[src/rtl/if_stage_pkg.sv]
// Shared definitions for the instruction-fetch stage.
//   XLEN      : datapath / address width
//   NOP_INSTR : instruction presented to decode when nothing is valid
//   PC_STEP   : sequential fetch increment (one 32-bit word)
package if_stage_pkg;

   localparam int unsigned XLEN = 32;
   localparam logic [XLEN-1:0] NOP_INSTR = 32'h0000_0013;
   localparam logic [XLEN-1:0] PC_STEP = 32'd4;

   typedef struct packed {
      logic [XLEN-1:0] pc;
      logic [XLEN-1:0] instr;
   } fetch_entry_t;

endpackage

[src/rtl/if_stage_fetch_buffer.sv]
// fetch_buffer: 2-entry FIFO of {pc, instr} between instruction memory and decode.
// Ports:
//   clk, rst   : clock, synchronous active-high reset
//   push       : write push_entry at the tail
//   pop        : remove the head entry
//   flush      : empty the FIFO (wins over push/pop)
//   push_entry : entry to write
//   count      : current occupancy (0..2)
//   head       : entry at the head (meaningful only when count != 0)
module fetch_buffer
   import if_stage_pkg::*;
(
   input  logic         clk,
   input  logic         rst,
   input  logic         push,
   input  logic         pop,
   input  logic         flush,
   input  fetch_entry_t push_entry,
   output logic [1:0]   count,
   output fetch_entry_t head
);

   fetch_entry_t mem [2];
   logic         rd_ptr;
   logic         wr_ptr;

   always_ff @(posedge clk) begin
      if (rst || flush) begin
         rd_ptr <= 1'b0;
         wr_ptr <= 1'b0;
         count  <= '0;
      end else begin
         if (push) wr_ptr <= ~wr_ptr;
         if (pop)  rd_ptr <= ~rd_ptr;
         case ({push, pop})
            2'b10:   count <= count + 2'd1;
            2'b01:   count <= count - 2'd1;
            default: count <= count;
         endcase
      end
   end

   // Storage needs no reset; count gates its visibility.
   always_ff @(posedge clk) begin
      if (push) mem[wr_ptr] <= push_entry;
   end

   always_comb begin
      head = mem[rd_ptr];
   end

endmodule

[src/rtl/if_stage.sv]
// if_stage: instruction-fetch stage. Holds the PC, issues word fetches over a
// valid/ready request port (in-order responses), buffers up to two returned
// instructions and hands them to decode with their PCs. Redirects reload the
// PC, flush the buffer and discard responses of requests already in flight.
// Ports:
//   clk, rst                        : clock, synchronous active-high reset
//   imem_req_valid/ready/addr       : fetch request port (word-aligned address)
//   imem_rsp_valid/data             : in-order fetch response
//   redirect_valid/pc               : load new PC, flush fetched and in-flight work
//   id_valid/ready                  : decode handshake
//   id_instruction/id_pc            : buffer head (NOP / 0 when id_valid = 0)
module if_stage
   import if_stage_pkg::*;
#(
   parameter logic [XLEN-1:0] RESET_PC = 32'h0000_0000
) (
   input  logic            clk,
   input  logic            rst,
   output logic            imem_req_valid,
   input  logic            imem_req_ready,
   output logic [XLEN-1:0] imem_req_addr,
   input  logic            imem_rsp_valid,
   input  logic [XLEN-1:0] imem_rsp_data,
   input  logic            redirect_valid,
   input  logic [XLEN-1:0] redirect_pc,
   output logic            id_valid,
   input  logic            id_ready,
   output logic [XLEN-1:0] id_instruction,
   output logic [XLEN-1:0] id_pc
);

   logic [XLEN-1:0] fetch_pc;
   logic [1:0]      inflight;
   logic [1:0]      drop_cnt;
   logic [1:0]      buf_count;
   logic [XLEN-1:0] pcq [2];
   logic            pcq_rd;
   logic            pcq_wr;

   logic [2:0]      occ_sum;
   logic            occ_full;
   logic            pop;
   logic            accept;
   logic            rsp_take;
   logic            push;
   logic [1:0]      inflight_after_rsp;
   fetch_entry_t    push_entry;
   fetch_entry_t    head;

   always_comb begin
      occ_sum            = {1'b0, inflight} + {1'b0, buf_count};
      occ_full           = (occ_sum >= 3'd2);
      id_valid           = (buf_count != 2'd0);
      pop                = id_valid && id_ready;
      // A full slot may be reused in the cycle the head leaves (id_ready path).
      imem_req_valid     = !rst && !redirect_valid && (!occ_full || pop);
      imem_req_addr      = fetch_pc;
      accept             = imem_req_valid && imem_req_ready;
      rsp_take           = imem_rsp_valid && (inflight != 2'd0);
      push               = rsp_take && (drop_cnt == 2'd0) && !redirect_valid;
      inflight_after_rsp = inflight - {1'b0, rsp_take};
      push_entry.pc      = pcq[pcq_rd];
      push_entry.instr   = imem_rsp_data;
      id_instruction     = id_valid ? head.instr : NOP_INSTR;
      id_pc              = id_valid ? head.pc : '0;
   end

   fetch_buffer u_fetch_buffer (
      .clk        (clk),
      .rst        (rst),
      .push       (push),
      .pop        (pop && !redirect_valid),
      .flush      (redirect_valid),
      .push_entry (push_entry),
      .count      (buf_count),
      .head       (head)
   );

   always_ff @(posedge clk) begin
      if (rst) begin
         fetch_pc <= RESET_PC;
         inflight <= '0;
         drop_cnt <= '0;
         pcq_rd   <= 1'b0;
         pcq_wr   <= 1'b0;
      end else begin
         inflight <= inflight_after_rsp + {1'b0, accept};
         // Dropped responses still consume their PC-queue slot.
         if (accept)   pcq_wr <= ~pcq_wr;
         if (rsp_take) pcq_rd <= ~pcq_rd;
         if (redirect_valid) begin
            fetch_pc <= redirect_pc & ~32'h0000_0003;
            // Every request still unreturned after this cycle is now stale.
            drop_cnt <= inflight_after_rsp;
         end else begin
            if (accept) fetch_pc <= fetch_pc + PC_STEP;
            if (rsp_take && (drop_cnt != 2'd0)) drop_cnt <= drop_cnt - 2'd1;
         end
      end
   end

   always_ff @(posedge clk) begin
      if (accept) pcq[pcq_wr] <= fetch_pc;
   end

   always_ff @(posedge clk) begin
      if (!rst) assert (occ_sum <= 3'd2);
   end

endmodule

[config.mk]
export PLATFORM = sky130hd
export DESIGN_NAME = if_stage
export DESIGN_NICKNAME = d
export VERILOG_FILES = /design/src/rtl/if_stage_pkg.sv /design/src/rtl/if_stage_fetch_buffer.sv /design/src/rtl/if_stage.sv
export SDC_FILE = /design/constraint.sdc
export NUM_CORES = 1
export LEC_CHECK = 0
export CAP_MARGIN = 0
export CORE_MARGIN = 4
export CORE_UTILIZATION = 40
export DETAILED_ROUTE_END_ITERATION = 6
export DONT_BUFFER_PORTS = 1
export PLACE_DENSITY_LB_ADDON = 0.2
export SYNTH_ARGS = -nofsm -noshare
export SYNTH_HDL_FRONTEND = slang
export SYNTH_SLANG_ARGS = --single-unit
[constraint.sdc]
create_clock -name clk -period 5.5 [get_ports clk]
set_clock_uncertainty 0.05 [all_clocks]
set_input_delay 0.825 -clock clk [delete_from_list [all_inputs] [get_ports clk]]
set_output_delay 0.825 -clock clk [all_outputs]
set_load 0.05 [all_outputs]
**Nets reached from selected ports**

(3 px per um)
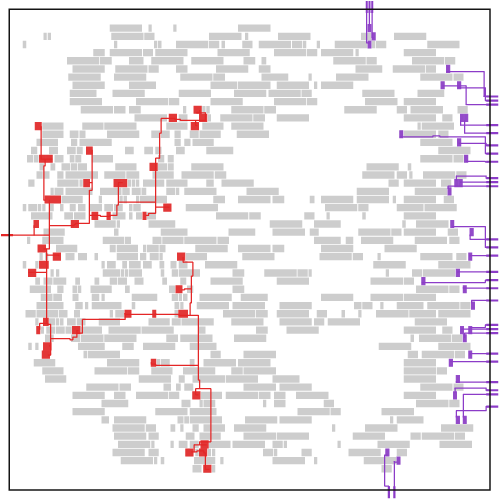
Red shows rst, direction input, edge left, end cells 40, wire 437 um. Purple shows id_instruction, direction output, edge 27 right, 3 top, 2 bottom, end cells 32, wire 398 um.
IO Port Bufs: 0
I/O Pins: 168

**Gate families picked out**

(2 px per um)
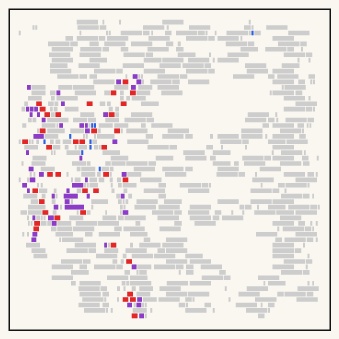
Purple shows inverting AOI/OAI gates, cells 50. Blue shows inverters, cells 9, where left middle. Red shows XOR/XNOR gates, cells 37.

==> results.cfg <==
; physical design summary
[logic_synthesis]
ys_area_um2 = 9210
syn_area_per_cell_um2 = 14.5
synth-edff-count = 184
numSynthFlops = 226
synth_area_um2 = 9210

[route]
top_layer = met4
drtIter0Drc = 209
drc = 0
drt_first_pass_iters = 4
met3WireLength_mm = 1.68
wl_met2_mm = 9.14
wirelength_met1_mm = 8.08

[worst_setup_path]
critPathCaptureType = primary output
arrival_ns = 2.85
cpPeakStageDelay_ns = 0.88
crit_required_ns = 4.62
cp-start-kind = flop
crit_chain = and2_1, fa_1, or2_4, a21oi_1
path_max_fanout = 6

[cells_and_area]
drive_gt1_share_pct = 13.1
seq-cell-share_pct = 62.0
largest_class = registers
regMostFlops = u_fetch_buffer.mem
area_growth_pct = 11.6
largest_reg_flops = 124
final_cell_mix = edfxtp_1 (184), nor2_1 (94), mux2i_1 (63)
buf_share_pct = 0.438
buffers = 6
design_area_um2 = 10300
fin_nets = 713
regArea_um2 = 6370

[power_and_ir_drop]
seq-power_w = 0.00210
seqPwrFrac_pct = 50.8
finalPower_w = 0.00412
power.density_nw_per_um2 = 401
powerClk_w = 0.00164
intPower_w = 0.00310

[grt]
use_met3_pct = 5.29
antenna_found_initial = 0
grt_pass1_vias = 5162
overflow = 0
grt_use_met1_pct = 18.7
met2_usage_pct = 24.4

[min_path]
hp-class = primary input to flop

[die]
dieWidth_um = 160
die_h_um = 160
chip_area_um2 = 25500
fp_util_pct = 40.7

[placement]
place_area_um2 = 9460

[timing]
fmax_ghz = 0.269
drv_slew = 0
slew_headroom_pct = 22.4
post-route-min-period_ns = 3.72
final.setup.worst_slack_ns = 1.78
hold_viol_final = 0

[run]
maxCapViolCount = 0

[cts]
insertion_delay_ns = 0.51
cts_tree = built
cts.path.max_buffers = 3
cts.sinks = 226

[status]
status = finished, final reports clean
==> cells by family (layout without fill, tap and decap cells) <==
kind of cell,Yosys count,count (layout),synth area share (%)
AND/OR/NAND/NOR,178,178,9.17
multiplexers,93,93,10.5
XOR/XNOR,37,37,3.52
buffers and inverters,44,61,2.46
AND-OR/OR-AND,51,51,4.27
other,1,4,0.0407
flip-flops,226,226,69.1
adder cells (fa/ha/maj),6,6,0.897
==> final timing paths <==
check,start,endpoint,slack (ns),cells past startpoint
setup reg to reg,u_fetch_buffer.count[0],pcq[0][7],1.87,6
hold reg to reg,u_fetch_buffer.rd_ptr,flop,0.47,2
hold / removal,rst,imem_req_addr[2],0.32,1
setup / recovery,u_fetch_buffer.count[0],imem_req_valid,1.78,4
